placement_by_type.png
The bar under the picture is 20 um long. Fill, decap, tap and diode cells in grey.
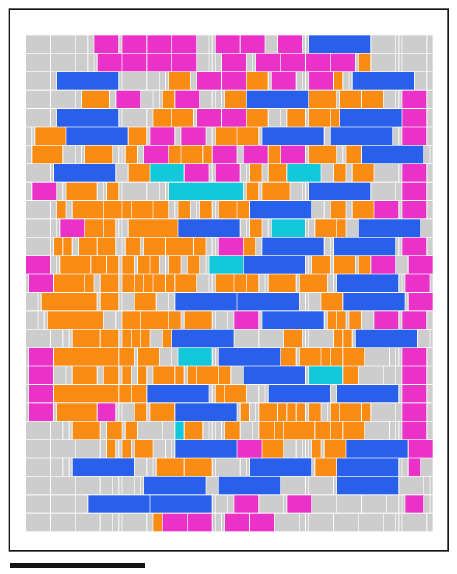
wires.png
The bar under the picture is 20 um long. Only two layers are drawn.
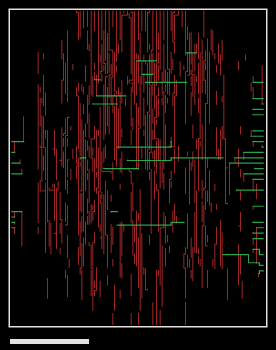
**src/rtl/rev_rr_scheduler_pkg.sv**
```systemverilog
// Shared types, widths and the bit-mirror helper for the round-robin
// bit-reversal scheduler.
package rev_sched_pkg;

    typedef enum logic [1:0] {
        IDLE = 2'd0,
        PROC = 2'd1,
        DONE = 2'd2
    } state_t;

    localparam int OPCNT_W    = 16;
    localparam int MAX_DATA_W = 64;

    // Mirrors the low data_w bits of d; bits at and above data_w come back zero.
    function automatic logic [MAX_DATA_W-1:0] rev_bits(input logic [MAX_DATA_W-1:0] d,
                                                       input int data_w);
        logic [MAX_DATA_W-1:0] r;
        logic [5:0] dst;
        logic [5:0] src;
        r = '0;
        for (int k = 0; k < MAX_DATA_W; k++) begin
            if (k < data_w) begin
                dst    = 6'(k);
                src    = 6'(data_w - 1 - k);
                r[dst] = d[src];
            end
        end
        return r;
    endfunction

endpackage

```
**src/rtl/rev_rr_scheduler_if.sv**
```systemverilog
// Requester-side and result-side handshake bundle for rev_rr_scheduler.
// The slave modport is the scheduler's view; master is the environment's.
interface rev_rr_scheduler_if #(
    parameter int NUM_REQ = 4,
    parameter int DATA_W  = 8
);
    localparam int ID_W = $clog2(NUM_REQ);

    logic [NUM_REQ-1:0]        req_valid;
    logic [NUM_REQ*DATA_W-1:0] req_data;
    logic [NUM_REQ-1:0]        req_ready;
    logic                      out_valid;
    logic [DATA_W-1:0]         out_data;
    logic [ID_W-1:0]           out_id;
    logic                      out_ready;

    modport master (
        output req_valid, req_data, out_ready,
        input  req_ready, out_valid, out_data, out_id
    );

    modport slave (
        input  req_valid, req_data, out_ready,
        output req_ready, out_valid, out_data, out_id
    );

endinterface

```
**src/rtl/rev_rr_scheduler_arbiter.sv**
```systemverilog
// Combinational round-robin grant: first valid requester at or above ptr,
// wrapping past NUM_REQ-1 back to 0.
module rev_rr_arbiter #(
    parameter int NUM_REQ = 4,
    parameter int ID_W    = 2
) (
    input  logic [NUM_REQ-1:0] req,
    input  logic [ID_W-1:0]    ptr,
    input  logic               en,
    output logic [NUM_REQ-1:0] grant,
    output logic [ID_W-1:0]    idx,
    output logic               any_valid
);

    logic [ID_W:0]   sum;
    logic [ID_W-1:0] cand;
    logic            found;

    always_comb begin
        grant = '0;
        idx   = '0;
        found = 1'b0;
        sum   = '0;
        cand  = '0;
        for (int off = 0; off < NUM_REQ; off++) begin
            sum = {1'b0, ptr} + (ID_W+1)'(off);
            if (sum >= (ID_W+1)'(NUM_REQ)) begin
                sum = sum - (ID_W+1)'(NUM_REQ);
            end
            cand = sum[ID_W-1:0];
            if (en && !found && req[cand]) begin
                found       = 1'b1;
                grant[cand] = 1'b1;
                idx         = cand;
            end
        end
    end

    assign any_valid = |req;

endmodule

```
**src/rtl/rev_rr_scheduler.sv**
```systemverilog
// Round-robin front end sharing one LAT-stage bit-reversal pipe; one word in
// flight at a time, result returned with the id of its requester.
//
//   state | meaning
//   IDLE  | arbitrating; req_ready carries the one-hot grant
//   PROC  | word travelling down the reversal pipe, cnt counting down
//   DONE  | out_valid high, result held until out_ready
module rev_rr_scheduler
    import rev_sched_pkg::*;
#(
    parameter int NUM_REQ = 4,
    parameter int DATA_W  = 8,
    parameter int LAT     = 2
) (
    input  logic               clk,
    input  logic               rst_n,
    rev_rr_scheduler_if.slave  bus,
    output logic               busy,
    output logic [OPCNT_W-1:0] op_count
);

    localparam int ID_W  = $clog2(NUM_REQ);
    localparam int CNT_W = (LAT > 1) ? $clog2(LAT) : 1;

    state_t             state;
    state_t             state_nxt;
    logic [ID_W-1:0]    rr_ptr;
    logic [CNT_W-1:0]   cnt;
    logic [CNT_W-1:0]   cnt_nxt;
    logic               cnt_tc;
    logic [OPCNT_W-1:0] op_cnt_q;
    logic [DATA_W-1:0]  pipe_data [LAT];
    logic [ID_W-1:0]    pipe_id   [LAT];

    logic [NUM_REQ-1:0] grant;
    logic [ID_W-1:0]    grant_idx;
    logic               any_valid;
    logic               accept;
    logic [DATA_W-1:0]  sel_word;
    logic [DATA_W-1:0]  rev_word;

    // Gating with rst_n keeps req_ready low for the whole reset window.
    rev_rr_arbiter #(
        .NUM_REQ (NUM_REQ),
        .ID_W    (ID_W)
    ) u_arb (
        .req       (bus.req_valid),
        .ptr       (rr_ptr),
        .en        (state == IDLE && rst_n),
        .grant     (grant),
        .idx       (grant_idx),
        .any_valid (any_valid)
    );

    always_comb begin
        sel_word = '0;
        for (int i = 0; i < NUM_REQ; i++) begin
            if (grant[i]) begin
                sel_word = bus.req_data[i*DATA_W +: DATA_W];
            end
        end
    end

    assign rev_word = DATA_W'(rev_bits(MAX_DATA_W'(sel_word), DATA_W));
    assign accept   = (state == IDLE) && any_valid;
    assign cnt_nxt  = cnt - 1'b1;
    assign cnt_tc   = (cnt_nxt == '0);

    always_comb begin
        state_nxt = state;
        case (state)
            IDLE:    if (any_valid) state_nxt = (LAT == 1) ? DONE : PROC;
            PROC:    if (cnt_tc) state_nxt = DONE;
            DONE:    if (bus.out_ready) state_nxt = IDLE;
            default: state_nxt = IDLE;
        endcase
    end

    always_ff @(posedge clk or negedge rst_n) begin
        if (!rst_n) begin
            state    <= IDLE;
            rr_ptr   <= '0;
            cnt      <= '0;
            op_cnt_q <= '0;
            for (int i = 0; i < LAT; i++) begin
                pipe_data[i] <= '0;
                pipe_id[i]   <= '0;
            end
        end else begin
            state <= state_nxt;
            if (accept) begin
                pipe_data[0] <= rev_word;
                pipe_id[0]   <= grant_idx;
                rr_ptr       <= (grant_idx == ID_W'(NUM_REQ - 1)) ? '0 : grant_idx + 1'b1;
                cnt          <= CNT_W'(LAT - 1);
            end
            if (state == PROC) begin
                cnt <= cnt_nxt;
                for (int i = 1; i < LAT; i++) begin
                    pipe_data[i] <= pipe_data[i-1];
                    pipe_id[i]   <= pipe_id[i-1];
                end
            end
            if (state == DONE && bus.out_ready) begin
                op_cnt_q <= op_cnt_q + 1'b1;
            end
        end
    end

    assign bus.req_ready = grant;
    assign bus.out_valid = (state == DONE);
    assign bus.out_data  = pipe_data[LAT-1];
    assign bus.out_id    = pipe_id[LAT-1];
    assign busy          = (state != IDLE);
    assign op_count      = op_cnt_q;

endmodule

```
**src/flat_wrapper.sv**
```systemverilog
// flat-port wrapper written by rule: the top's interface ports become plain ports
module rev_rr_scheduler_flat import rev_sched_pkg::*;
#(
    parameter int NUM_REQ = 4,
    parameter int DATA_W  = 8,
    parameter int LAT     = 2
)
  (clk, rst_n, busy, op_count, bus_req_valid, bus_req_data, bus_out_ready, bus_req_ready, bus_out_valid, bus_out_data, bus_out_id);
  rev_rr_scheduler_if #(.NUM_REQ(NUM_REQ), .DATA_W(DATA_W)) bus_i ();
  input  logic clk;
  input  logic rst_n;
  output logic busy;
  output logic [OPCNT_W-1:0] op_count;
  input wire logic [$bits(bus_i.req_valid)-1:0] bus_req_valid;
  input wire logic [$bits(bus_i.req_data)-1:0] bus_req_data;
  input wire logic [$bits(bus_i.out_ready)-1:0] bus_out_ready;
  output wire logic [$bits(bus_i.req_ready)-1:0] bus_req_ready;
  output wire logic [$bits(bus_i.out_valid)-1:0] bus_out_valid;
  output wire logic [$bits(bus_i.out_data)-1:0] bus_out_data;
  output wire logic [$bits(bus_i.out_id)-1:0] bus_out_id;
  assign bus_i.req_valid = bus_req_valid;
  assign bus_i.req_data = bus_req_data;
  assign bus_i.out_ready = bus_out_ready;
  assign bus_req_ready = bus_i.req_ready;
  assign bus_out_valid = bus_i.out_valid;
  assign bus_out_data = bus_i.out_data;
  assign bus_out_id = bus_i.out_id;
  rev_rr_scheduler #(.NUM_REQ(NUM_REQ), .DATA_W(DATA_W), .LAT(LAT)) u_core (.clk(clk), .rst_n(rst_n), .bus(bus_i), .busy(busy), .op_count(op_count));
endmodule
```
**config.mk**
```make
export PLATFORM = sky130hd
export DESIGN_NAME = rev_rr_scheduler_flat
export DESIGN_NICKNAME = d
export VERILOG_FILES = /design/src/rtl/rev_rr_scheduler_pkg.sv /design/src/rtl/rev_rr_scheduler_if.sv /design/src/rtl/rev_rr_scheduler_arbiter.sv /design/src/rtl/rev_rr_scheduler.sv /design/src/flat_wrapper.sv
export SDC_FILE = /design/constraint.sdc
export NUM_CORES = 1
export LEC_CHECK = 0
export CORE_ASPECT_RATIO = 1.25
export CORE_MARGIN = 2
export CORE_UTILIZATION = 51
export DETAILED_ROUTE_END_ITERATION = 16
export PLACE_DENSITY = 0.84
export REMOVE_ABC_BUFFERS = 1
export SLEW_MARGIN = 10
export SYNTH_ARGS = -nofsm -noshare
export SYNTH_HDL_FRONTEND = slang
export SYNTH_SLANG_ARGS = --single-unit
```
**constraint.sdc**
```tcl
create_clock -name clk -period 8.7 [get_ports clk]
set_input_delay 0.87 -clock clk [delete_from_list [all_inputs] [get_ports clk]]
set_output_delay 0.87 -clock clk [all_outputs]
set_load 0.05 [all_outputs]
```
==> results.ini <==
[finish]
drive_gt1_frac = 0.1146
fill_cells = 340
layout.nets = 333
buffer_area_frac = 0.2254
layout_top_cell = clkdlybuf4s50_1
sh_comb_area = 0.3762
largest_cell_class = combinational gates
final_cells = 346
clock_buffers = 7
lay_top_cells = clkdlybuf4s50_1 (69), dfrtp_1 (41), nand2_1 (20)

[die]
taps = 58
io_pins = 71
die-area_um2 = 5165
fp-utilization = 0.5304

[global_route]
grt_max_degree = 44
use_met1 = 0.2516
grt_overflow = 0

[clock_tree]
h-tree-depth = 2
cts.path.max_buffers = 2
clockRootBuffer = clkbuf_8
cts_buffers = 5

[worst_setup_path]
worstPathArrival_ps = 3890
path_delay_family = buffers and inverters
rrSetupSlack_ps = 5360
start_kind = flip-flop
slowest_delay_ps = 830
rr_endpoint = u_core.pipe_data[13]$_DFFE_PN0P_

[sta]
finalMaxSlewViolations = 0
hold_ws_ps = 470.0
setup_slack_ps = 3938
post-route-min-period_ps = 4762
fmax_mhz = 210.0

[min_path]
worstHoldPathCells = 1

[power_and_ir_drop]
pwr-share-comb = 0.555
pg_seq_mw = 0.290
power.net_switching_mw = 0.4374
p_seq_frac = 0.290
switching_share = 0.4373
p_comb_mw = 0.555

[synth]
top_area_cell = dfrtp_1
ys.flops = 41
ys.flop_type = dfrtp_1
ys_types = 46
yosys.cell_count.top_type = dfrtp_1

[drt]
met2_length_um = 2775
viasPerCell = 5.566
drtIter0Drc = 63
highest_layer = met4
drc = 0
wirelength_met1_um = 2139

[placed_design]
dp_slack_ps = 4085

[run_status]
status = completed

## Picture notes: placement_by_type.png
[cyan] clock drivers and dummy loads | cells: 8 | share of their area: 3.8%
[magenta] remaining buffers and delay cells | cells: 72 | share of their area: 23%
[orange] combinational and other logic | cells: 167 | share of their area: 40%
[blue] sequential cells | cells: 41 | share of their area: 33%
sequential share of cell area: 0.3254
Core Rows: 27
fin area: 3153 um2

## Picture notes: wires.png
[red] metal 2 | wire length: 2780 um
[green] metal 3 | wire length: 203 um
WL/cell: 14.97 um
via count: 1926
gr usage total: 0.2151

Power figures rest on the tool's default switching activity, not on a simulated workload.
